### The metal 1 layer, run 1

Supply wires on this layer in gray.
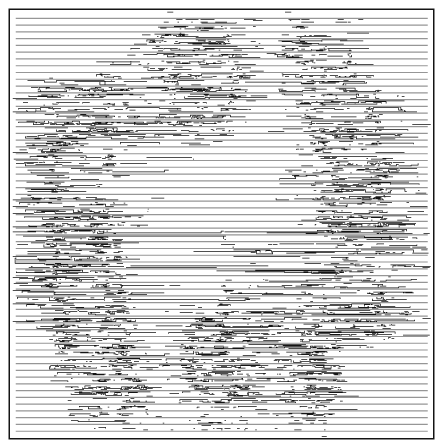
### The metal 2 layer, run 1

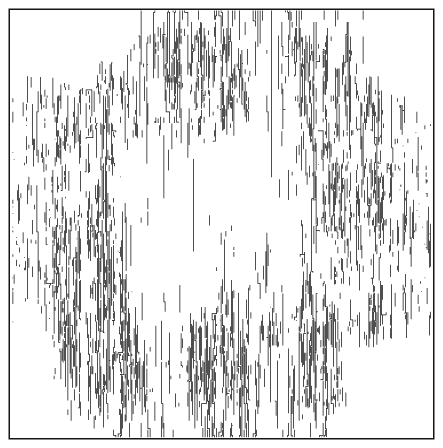
### Met3 routing, run 1

Scale bar: 50 um. Cells faint in the background.
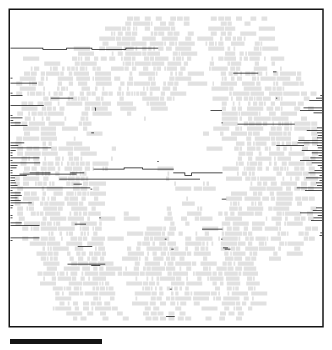
## config.mk

```make
export PLATFORM = sky130hd
export DESIGN_NAME = trig_type_lv1a_ext_multi
export DESIGN_NICKNAME = d
export VERILOG_FILES = /design/src/rtl/trig_pkg.sv /design/src/rtl/trig_ext_chan.sv /design/src/rtl/trig_type_lv1a_ext_multi.sv
export SDC_FILE = /design/constraint.sdc
export NUM_CORES = 1
export LEC_CHECK = 0
export CORE_AREA = 2 2 168 170
export DETAILED_ROUTE_END_ITERATION = 10
export DIE_AREA = 0 0 170 172
export PLACE_DENSITY = 0.62
export RECOVER_POWER = 25
export SYNTH_ARGS = -nofsm -noshare
export SYNTH_HDL_FRONTEND = slang
export SYNTH_HIERARCHICAL = 1
export SYNTH_SLANG_ARGS = --single-unit
```

## constraint.sdc

```tcl
create_clock -name clk -period 1.8 [get_ports clk]
set_input_delay 0.18 -clock clk [delete_from_list [all_inputs] [get_ports clk]]
set_output_delay 0.18 -clock clk [all_outputs]
set_load 0.01 [all_outputs]
```

## src/rtl/trig_pkg.sv

```systemverilog
// trig_pkg: shared FSM state type and default parameters for the external trigger block
package trig_pkg;
  typedef enum logic {IDLE, HOLD} state_t;
  localparam int NCH_DEF     = 4;
  localparam int CW_DEF      = 16;
  localparam int PSW_DEF     = 8;
  localparam int HOLDOFF_DEF = 4;
endpackage

```

## src/rtl/trig_ext_chan.sv

```systemverilog
// trig_ext_chan: one external channel (edge detect, qualification, prescale, saturating counters)
// Prescaler exists only when TRIG_EXT_PRESCALE_EN is defined.
module trig_ext_chan #(
  parameter int CW  = 16,
  parameter int PSW = 8
) (
  input  logic           clk,
  input  logic           rst,
  input  logic           ext,
  input  logic           ena,
  input  logic           gena,
  input  logic           live,
  input  logic           clr,
  input  logic           spill,
  input  logic           son,
  input  logic           soff,
  input  logic           idle,
  input  logic [PSW-1:0] ps,
  output logic           acc,
  output logic [CW-1:0]  raw_cnt,
  output logic [CW-1:0]  acc_cnt
);
  logic ext_q, arm, qual;
  // arm blocks a level that was already high at reset release from counting as an edge
  assign qual = ext & ~ext_q & arm & ena & gena & live & ((son & spill) | (soff & ~spill));
`ifdef TRIG_EXT_PRESCALE_EN
  logic [PSW-1:0] psc, psc_c, lim;
  logic adv;
  assign lim   = (ps == '0) ? '0 : ps - 1'b1;
  assign psc_c = clr ? '0 : psc;
  assign adv   = qual & idle;
  assign acc   = adv & (psc_c == lim);
  always_ff @(posedge clk or posedge rst)
    if (rst) psc <= '0;
    else if (clr || adv) psc <= adv ? (acc ? '0 : psc_c + 1'b1) : '0;
`else
  logic unused_ps;
  assign unused_ps = ^ps;
  assign acc = qual & idle;
`endif
  always_ff @(posedge clk or posedge rst)
    if (rst) begin
      ext_q   <= 1'b0;
      arm     <= 1'b0;
      raw_cnt <= '0;
      acc_cnt <= '0;
    end else begin
      ext_q   <= ext;
      arm     <= arm | ~ext;
      raw_cnt <= clr ? CW'(qual) : (qual && !(&raw_cnt)) ? raw_cnt + 1'b1 : raw_cnt;
      acc_cnt <= clr ? CW'(acc) : (acc && !(&acc_cnt)) ? acc_cnt + 1'b1 : acc_cnt;
    end
endmodule

```

## src/rtl/trig_type_lv1a_ext_multi.sv

```systemverilog
// trig_type_lv1a_ext_multi: multi-channel external LV1A trigger with holdoff and per-channel counters
// Optional per-channel prescaling is enabled by defining TRIG_EXT_PRESCALE_EN.
module trig_type_lv1a_ext_multi
  import trig_pkg::*;
#(
  parameter int NCH     = NCH_DEF,
  parameter int CW      = CW_DEF,
  parameter int PSW     = PSW_DEF,
  parameter int HOLDOFF = HOLDOFF_DEF
) (
  input  logic              clk,
  input  logic              rst,
  input  logic [NCH-1:0]    in_ext,
  input  logic              in_live,
  input  logic              in_ena,
  input  logic              in_spill,
  input  logic [NCH-1:0]    user_ena,
  input  logic [NCH-1:0]    user_spill_on,
  input  logic [NCH-1:0]    user_spill_off,
  input  logic [NCH*PSW-1:0] user_prescale,
  output logic              out_lv1a,
  output logic [NCH-1:0]    out_type,
  output logic [NCH*CW-1:0] raw_cnt,
  output logic [NCH*CW-1:0] acc_cnt
);
  localparam int HW = HOLDOFF > 1 ? $clog2(HOLDOFF) : 1;
  state_t state, state_n;
  logic [HW-1:0] hcnt, hcnt_n;
  logic [NCH-1:0] acc;
  logic live_q, clr, idle;
  assign clr  = in_live & ~live_q;
  assign idle = state == IDLE;
  for (genvar i = 0; i < NCH; i++) begin : g_ch
    trig_ext_chan #(.CW(CW), .PSW(PSW)) u_ch (
      .clk(clk), .rst(rst), .ext(in_ext[i]), .ena(user_ena[i]), .gena(in_ena),
      .live(in_live), .clr(clr), .spill(in_spill), .son(user_spill_on[i]),
      .soff(user_spill_off[i]), .idle(idle), .ps(user_prescale[i*PSW +: PSW]),
      .acc(acc[i]), .raw_cnt(raw_cnt[i*CW +: CW]), .acc_cnt(acc_cnt[i*CW +: CW])
    );
  end
  always_comb begin
    state_n = state;
    hcnt_n  = '0;
    if (idle) state_n = (|acc && HOLDOFF > 0) ? HOLD : IDLE;
    else begin
      state_n = (int'(hcnt) == HOLDOFF - 1) ? IDLE : HOLD;
      hcnt_n  = (state_n == HOLD) ? hcnt + 1'b1 : '0;
    end
  end
  always_ff @(posedge clk or posedge rst)
    if (rst) begin
      state    <= IDLE;
      hcnt     <= '0;
      live_q   <= 1'b0;
      out_lv1a <= 1'b0;
      out_type <= '0;
    end else begin
      state    <= state_n;
      hcnt     <= hcnt_n;
      live_q   <= in_live;
      out_lv1a <= |acc;
      out_type <= acc;
    end
endmodule

```

==> flow_summary.yaml, run 1 <==
# synthesis and place-and-route metrics
pwr:
  swShare_pct: 24.18
  p_int_mw: 5.787
  pwr-share-comb_pct: 9.5
  worst_ir_drop_vdd_v: 0.0005390
  power.leakage_nw: 5.071
  power_frac_seq_pct: 43.8
  fin_total_pwr_mw: 7.632
  pg_seq_mw: 3.34
  p_sw_mw: 1.846
drt:
  drc: 0
  routed.top_layer: "met4"
  wl_per_cell_um: 15.99
  drt_iter0_markers: 319
  vias_per_cell: 4.836
  dr_wl_met2_um: 11380
finish:
  clock_buffers: 20
  largest_cell_class: "combinational gates"
  stdcell_count: 1477
  comb_cells: 593
  mostFrequentLayoutCell: "buf_4"
  buffer_area_share_pct: 24.16
  diodes: 1
  comb_area_um2: 5150
  n_all_buffers: 338
  ff_count: 145
  n_fill_cell: 2532
  sh_comb_area_pct: 39.41
  utilization_pct: 47.56
  lay_top_cells: "150 x buf_4, 145 x clkdlybuf4s50_1, 129 x dfrtp_1"
  final-clk-cell-share_pct: 4.500
  final_nets: 1179
  largestRegisters: "g_ch.u_ch/acc_cnt (64), g_ch.u_ch/raw_cnt (64)"
  syn2layout_area_growth_pct: 60.28
  ff_latch_area_um2: 3649
floorplanning:
  coreArea_um2: 27480
  core_util_floorplan_pct: 29.67
  rows: 61
  tap_cells: 346
  die-area_um2: 29240
  die_y_um: 172
final_timing:
  fin_tns_setup_ps: -3348
  worst_pin_slew_ps: 900.3
  setup_viol: 56
  slew_violations: 0
  fmax_mhz: 517.6
  hold_violations: 0
  layout_setup_ws_ps: -131.9
yosys:
  postSynthSeqShare_pct: 44.51
  synth_cells: 790
  synth_area_per_cell_um2: 10.32
  ys_types: 44
  ys_sh_xor_pct: 10.74
  aoi_share_pct: 3.039
  yosys_warnings: 6
  synth_nets: 852
  ys_sh_adder_pct: 1.381
  syn_area_um2: 8153
  topCellsByArea: "dfrtp_1 45%, xnor2_1 9.5%, nor2_1 5.7%, nor4_2 4.9%, nand3_1 3.4%"
  synthArstFlopShare_pct: 100.0
  most_common_cell: "dfrtp_1"
worst_setup_path:
  cp.required_ps: 2110
  r2r_cells: 6
  cp-end-kind: "flip-flop"
  critPathLaunchType: "flip-flop"
  critPathKind: "reg -> reg"
global_route:
  antenna_found_initial: 1
  grt_busiest_layer: "met2"
  grt_pass1_wl_um: 38370
  grt_pass1_vias: 7337
  track_usage_pct: 16.45
  grt_overflow: 0
clocking:
  postCtsResizedCells: 72
  worstSkewPairLatency_ps: 420
  cts_root_buffer: "clkbuf_16"
  cts_buffer_depth: 2
  numCtsBuffers: 17
  post_cts_buffers: 15
  cts_tree: "yes"
placement:
  place_congestion: 0.7960
  postPlaceCellArea_um2: 11380
  dpl_worst_slack_ps: -683.6
status:
  outcome: "complete, but fails checks"
  violations: "setup timing"
min_path:
  hp-class: "in -> reg"
  hold_path_depth: 2
Notes on 'The metal 1 layer' above:
1035 nets have wire on it. The layer holds 47% of the routed length. The layer carries 11000 um of wire.
final WL: 23610 um
vias: 7143
GR met1 Demand/Resource: 22.36%

Notes on 'The metal 2 layer' above:
1013 nets have wire on it. The layer carries 11400 um of wire. The longest straight run is 66.8 um. The wires run mostly vertical.
met2 Track Usage GR: 27.01%

Notes on 'Met3 routing' above:
The longest straight run is 76.4 um. The layer carries 916 um of wire. The wires run mostly horizontal. 101 nets have wire on it.
met3 Use GR: 2.861%

## run 1: final timing paths
check	start	endpoint	slack (ps)
worst max-delay path	g_ch[1].u_ch/ext_q	g_ch[1].u_ch/acc_cnt[2]	-130
worst min-delay path	in_live	live_q	290
worst min register to register	hcnt[0]	hcnt[0]	430
min in group asynchronous	rst	live_q	330
worst max register to register	g_ch[1].u_ch/ext_q	g_ch[1].u_ch/acc_cnt[2]	-130
max in group asynchronous	rst	g_ch[2].u_ch/acc_cnt[0]	550
## run 1: worst max-delay path, stage by stage, from the launching register on
cell and delay (ps):
dfrtp_1 360, nand4b_4 210, or4b_4 690, buf_12 200, nor3b_4 180, xnor2_1 130
nor2_1 50
### The metal 4 layer, run 1

Supply wires on this layer in gray. Cells faint in the background.
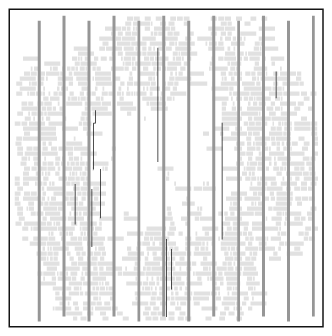

==> run 2: changes to the inputs <==
--- a/config.mk
+++ b/config.mk
@@ -5,11 +5,13 @@
 export SDC_FILE = /design/constraint.sdc
 export NUM_CORES = 1
 export LEC_CHECK = 0
+export CAP_MARGIN = 10
 export CORE_AREA = 2 2 168 170
 export DETAILED_ROUTE_END_ITERATION = 10
 export DIE_AREA = 0 0 170 172
 export PLACE_DENSITY = 0.62
 export RECOVER_POWER = 25
+export SETUP_SLACK_MARGIN = 0.5
 export SYNTH_ARGS = -nofsm -noshare
 export SYNTH_HDL_FRONTEND = slang
 export SYNTH_HIERARCHICAL = 1
### The metal 4 layer, run 2

Supply wires on this layer in gray. Cells faint in the background.
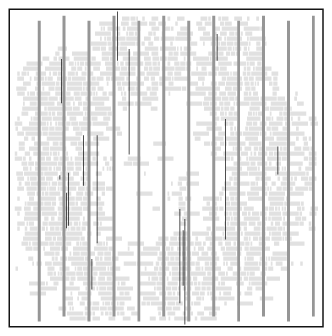
The wires run mostly vertical. The layer holds 1.8% of the routed length.
final WL: 26700 um
vias: 7830

### Met3 routing, run 2

Scale bar: 50 um. Cells faint in the background.
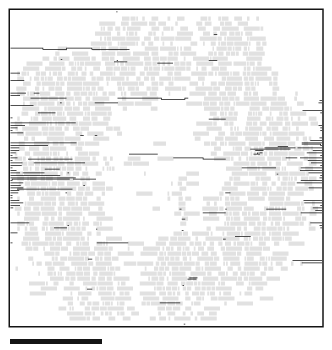
The layer holds 4.1% of the routed length. The layer carries 1080 um of wire. The wires run mostly horizontal. The longest straight run is 35.6 um. 111 nets have wire on it.
met3 Use GR: 3.136%

==> flow_summary.yaml, run 2 <==
# synthesis and place-and-route metrics
status:
  outcome: "complete, but fails checks"
  violations: "setup timing"
floorplanning:
  rows: 61
  die_y_um: 172
  die-area_um2: 29240
  core_util_floorplan_pct: 29.67
yosys:
  ys_sh_adder_pct: 1.381
  synth_area_per_cell_um2: 10.32
  ys_sh_xor_pct: 10.74
  syn_area_um2: 8153
  aoi_share_pct: 3.039
  postSynthSeqShare_pct: 44.51
  synth_cells: 790
clocking:
  postCtsResizedCells: 440
  post_cts_buffers: 83
  worstSkewPairLatency_ps: 420
pwr:
  power.leakage_nw: 6.927
  fin_total_pwr_mw: 7.526
final_timing:
  hold_violations: 0
  setup_viol: 53
  layout_setup_ws_ps: -113.1
  slew_violations: 0
  fmax_mhz: 522.7
worst_setup_path:
  cp.required_ps: 2100
  cp-end-kind: "flip-flop"
  crit_slowest_cell: "or4b_4"
  critPathKind: "reg -> reg"
  r2r_end: "g_ch[0].u_ch/acc_cnt[2]"
global_route:
  track_usage_pct: 17.76
  grt_overflow: 0
finish:
  mostFrequentLayoutCell: "buf_4"
  largestRegisters: "g_ch.u_ch/acc_cnt (64), g_ch.u_ch/raw_cnt (64)"
  syn2layout_area_growth_pct: 81.49
drt:
  vias_per_cell: 4.925
  wl_per_cell_um: 16.79
placement:
  place_congestion: 0.8076
min_path:
  hp-class: "in -> reg"
### The clock network, run 2

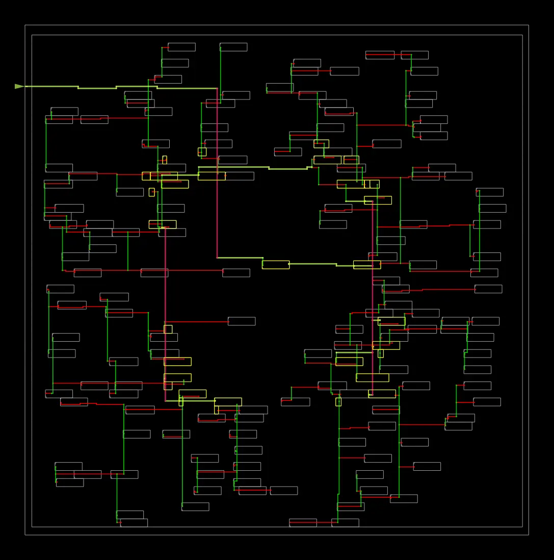
Setup Skew: 19.33 ps
CTS buffer count: 17

==> run 2: where the power goes <==
group          total [mW]  switching, mW  leakage [nW]  internal (mW)
registers            3.35         0.0408          1.94           3.31
clock network        3.42           1.45         0.262           1.97
logic               0.755          0.365          4.72          0.390
==> run 2: routing by layer <==
metal	global-route usage, %	vias up	part of all wire [%]
met5	0	-	0.026
met4	4.534	2	1.8
met3	3.136	35	4.0
met2	30.83	166	51
met1	22.97	3927	43
li1	-	3700	-
==> run 2: area by class of cell <==
| type | count | area [um2] |
|---|---|---|
| timing repair buffer | 452 | 4464 |
| multi-input combinational | 591 | 5579 |
| antenna | 2 | 5.005 |
| sequential | 145 | 3665 |
| clock inverter | 10 | 88.84 |
| fill | 2350 | 12680 |
| inverter | 22 | 97.59 |
| tap | 346 | 432.9 |
| clock buffer | 22 | 464.2 |
### The metal 2 layer, run 2

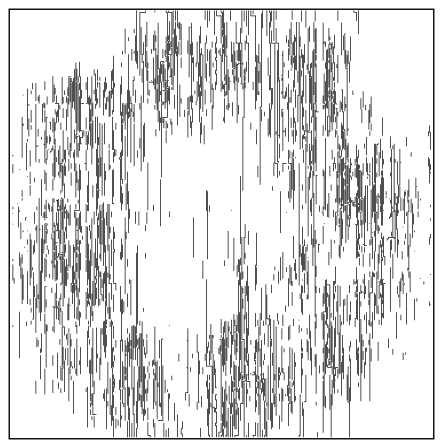

==> run 3: changes to the inputs <==
--- a/config.mk
+++ b/config.mk
@@ -6,9 +6,9 @@
 export NUM_CORES = 1
 export LEC_CHECK = 0
 export CAP_MARGIN = 10
-export CORE_AREA = 2 2 168 170
+export CORE_AREA = 2 2 151 190
 export DETAILED_ROUTE_END_ITERATION = 10
-export DIE_AREA = 0 0 170 172
+export DIE_AREA = 0 0 153 192
 export PLACE_DENSITY = 0.62
 export RECOVER_POWER = 25
 export SETUP_SLACK_MARGIN = 0.5
### The metal 2 layer, run 3

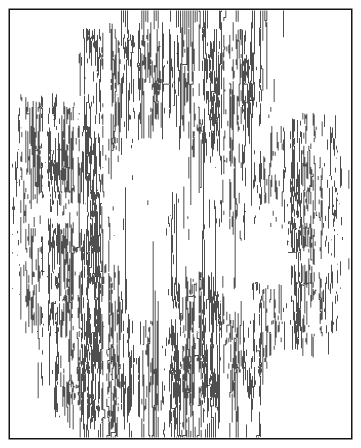
The longest straight run is 64.3 um. 1148 nets have wire on it. The layer carries 15000 um of wire. The wires run mostly vertical.
met2 Track Usage GR: 33.18%
vias: 7810
final WL: 27430 um

### The clock network, run 3

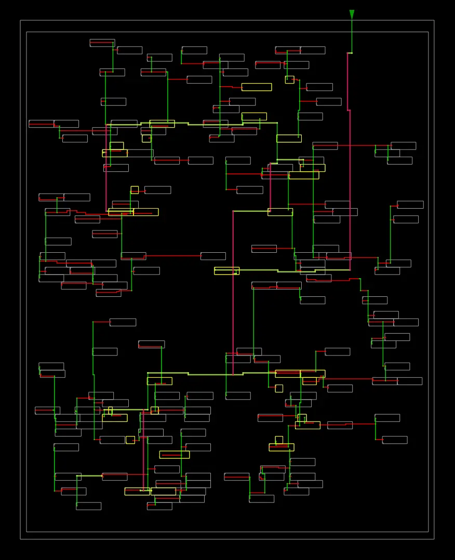
clk_buf instances: 20
clk ins delay skew pair: 440 ps

### The metal 4 layer, run 3

Supply wires on this layer in gray. Cells faint in the background.
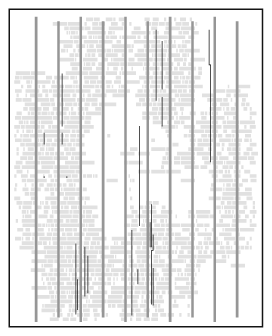
The longest straight run is 60.5 um. The layer carries 559 um of wire.

==> flow_summary.yaml, run 3 <==
# synthesis and place-and-route metrics
worst_setup_path:
  critPathKind: "reg -> reg"
  critPathLaunchType: "flip-flop"
  startpoint: "g_ch[2].u_ch/ext_q"
  path_cells: "nand4b_4 -> or4b_4 -> buf_6 -> buf_6 -> nor4_4 -> xnor2_1 -> nor2_1"
  critPathMaxStageDelay_ps: 630
  crit_top_cell: "buf_6"
  cp-end-kind: "flip-flop"
  crit_slowest_cell: "or4b_4"
floorplanning:
  die-area_um2: 29380
  rows: 68
  die_y_um: 192
  coreArea_um2: 27480
clocking:
  cts_tree: "yes"
  cts_root_buffer: "clkbuf_16"
  post_cts_buffers: 61
  postCtsResizedCells: 572
final_timing:
  setup_viol: 58
  layout_setup_ws_ps: -122.4
  fin_tns_setup_ps: -3294
  slew_violations: 0
  hold_violations: 0
yosys:
  synth_nets: 852
  synth_cells: 790
  most_common_cell: "dfrtp_1"
  yosys_warnings: 6
  synth_area_per_cell_um2: 10.32
  syn_area_um2: 8153
pwr:
  power.leakage_nw: 6.645
  worst_ir_drop_vdd_v: 0.0006056
  fin_total_pwr_mw: 7.811
status:
  outcome: "complete, but fails checks"
  violations: "setup timing"
global_route:
  met1_usage_pct: 20.97
  grt_pass1_vias: 8077
  grt_busiest_layer: "met2"
  grt_pass1_wl_um: 42490
  antenna_found_initial: 2
  grt_overflow: 0
placement:
  place_congestion: 0.8155
  postPlaceCellArea_um2: 11780
finish:
  diodes: 0
  syn2layout_area_growth_pct: 81.46
  largestRegisters: "g_ch.u_ch/acc_cnt (64), g_ch.u_ch/raw_cnt (64)"
min_path:
  holdPathEnd: "live_q"
  min_from: "in_live"
drt:
  dr_wl_met2_um: 14960
  routed.top_layer: "met5"
run 3: cell counts after synthesis:
Identical to the previous run, type by type.
run 3: where the power goes:
| part | internal [mW] | total, mW | switching (mW) |
|---|---|---|---|
| clock network | 2.26 | 3.74 | 1.48 |
| logic | 0.353 | 0.728 | 0.375 |
| registers | 3.31 | 3.35 | 0.0386 |
run 3: final cells by class:
type	instances	area [um2]
clock buffer	20	456.7
clock inverter	11	155.1
fill	2277	12690
inverter	22	90.09
multi-input combinational	592	5613
sequential	145	3662
tap	350	437.9
timing repair buffer	446	4379
run 3: cells by family after synthesis:
logic type                 Yosys count  synth area share (%)
DFF                                145                 44.51
buffers and inverters               54                 4.082
xor gates and xnor gates           100                 10.74
adders and majority gates            9                 1.381
muxes                                8                0.9822
and+or+nand+nor                    437                 35.27
AOI/OAI and AO/OA                   37                 3.039
Power figures rest on the tool's default switching activity, not on a simulated workload.
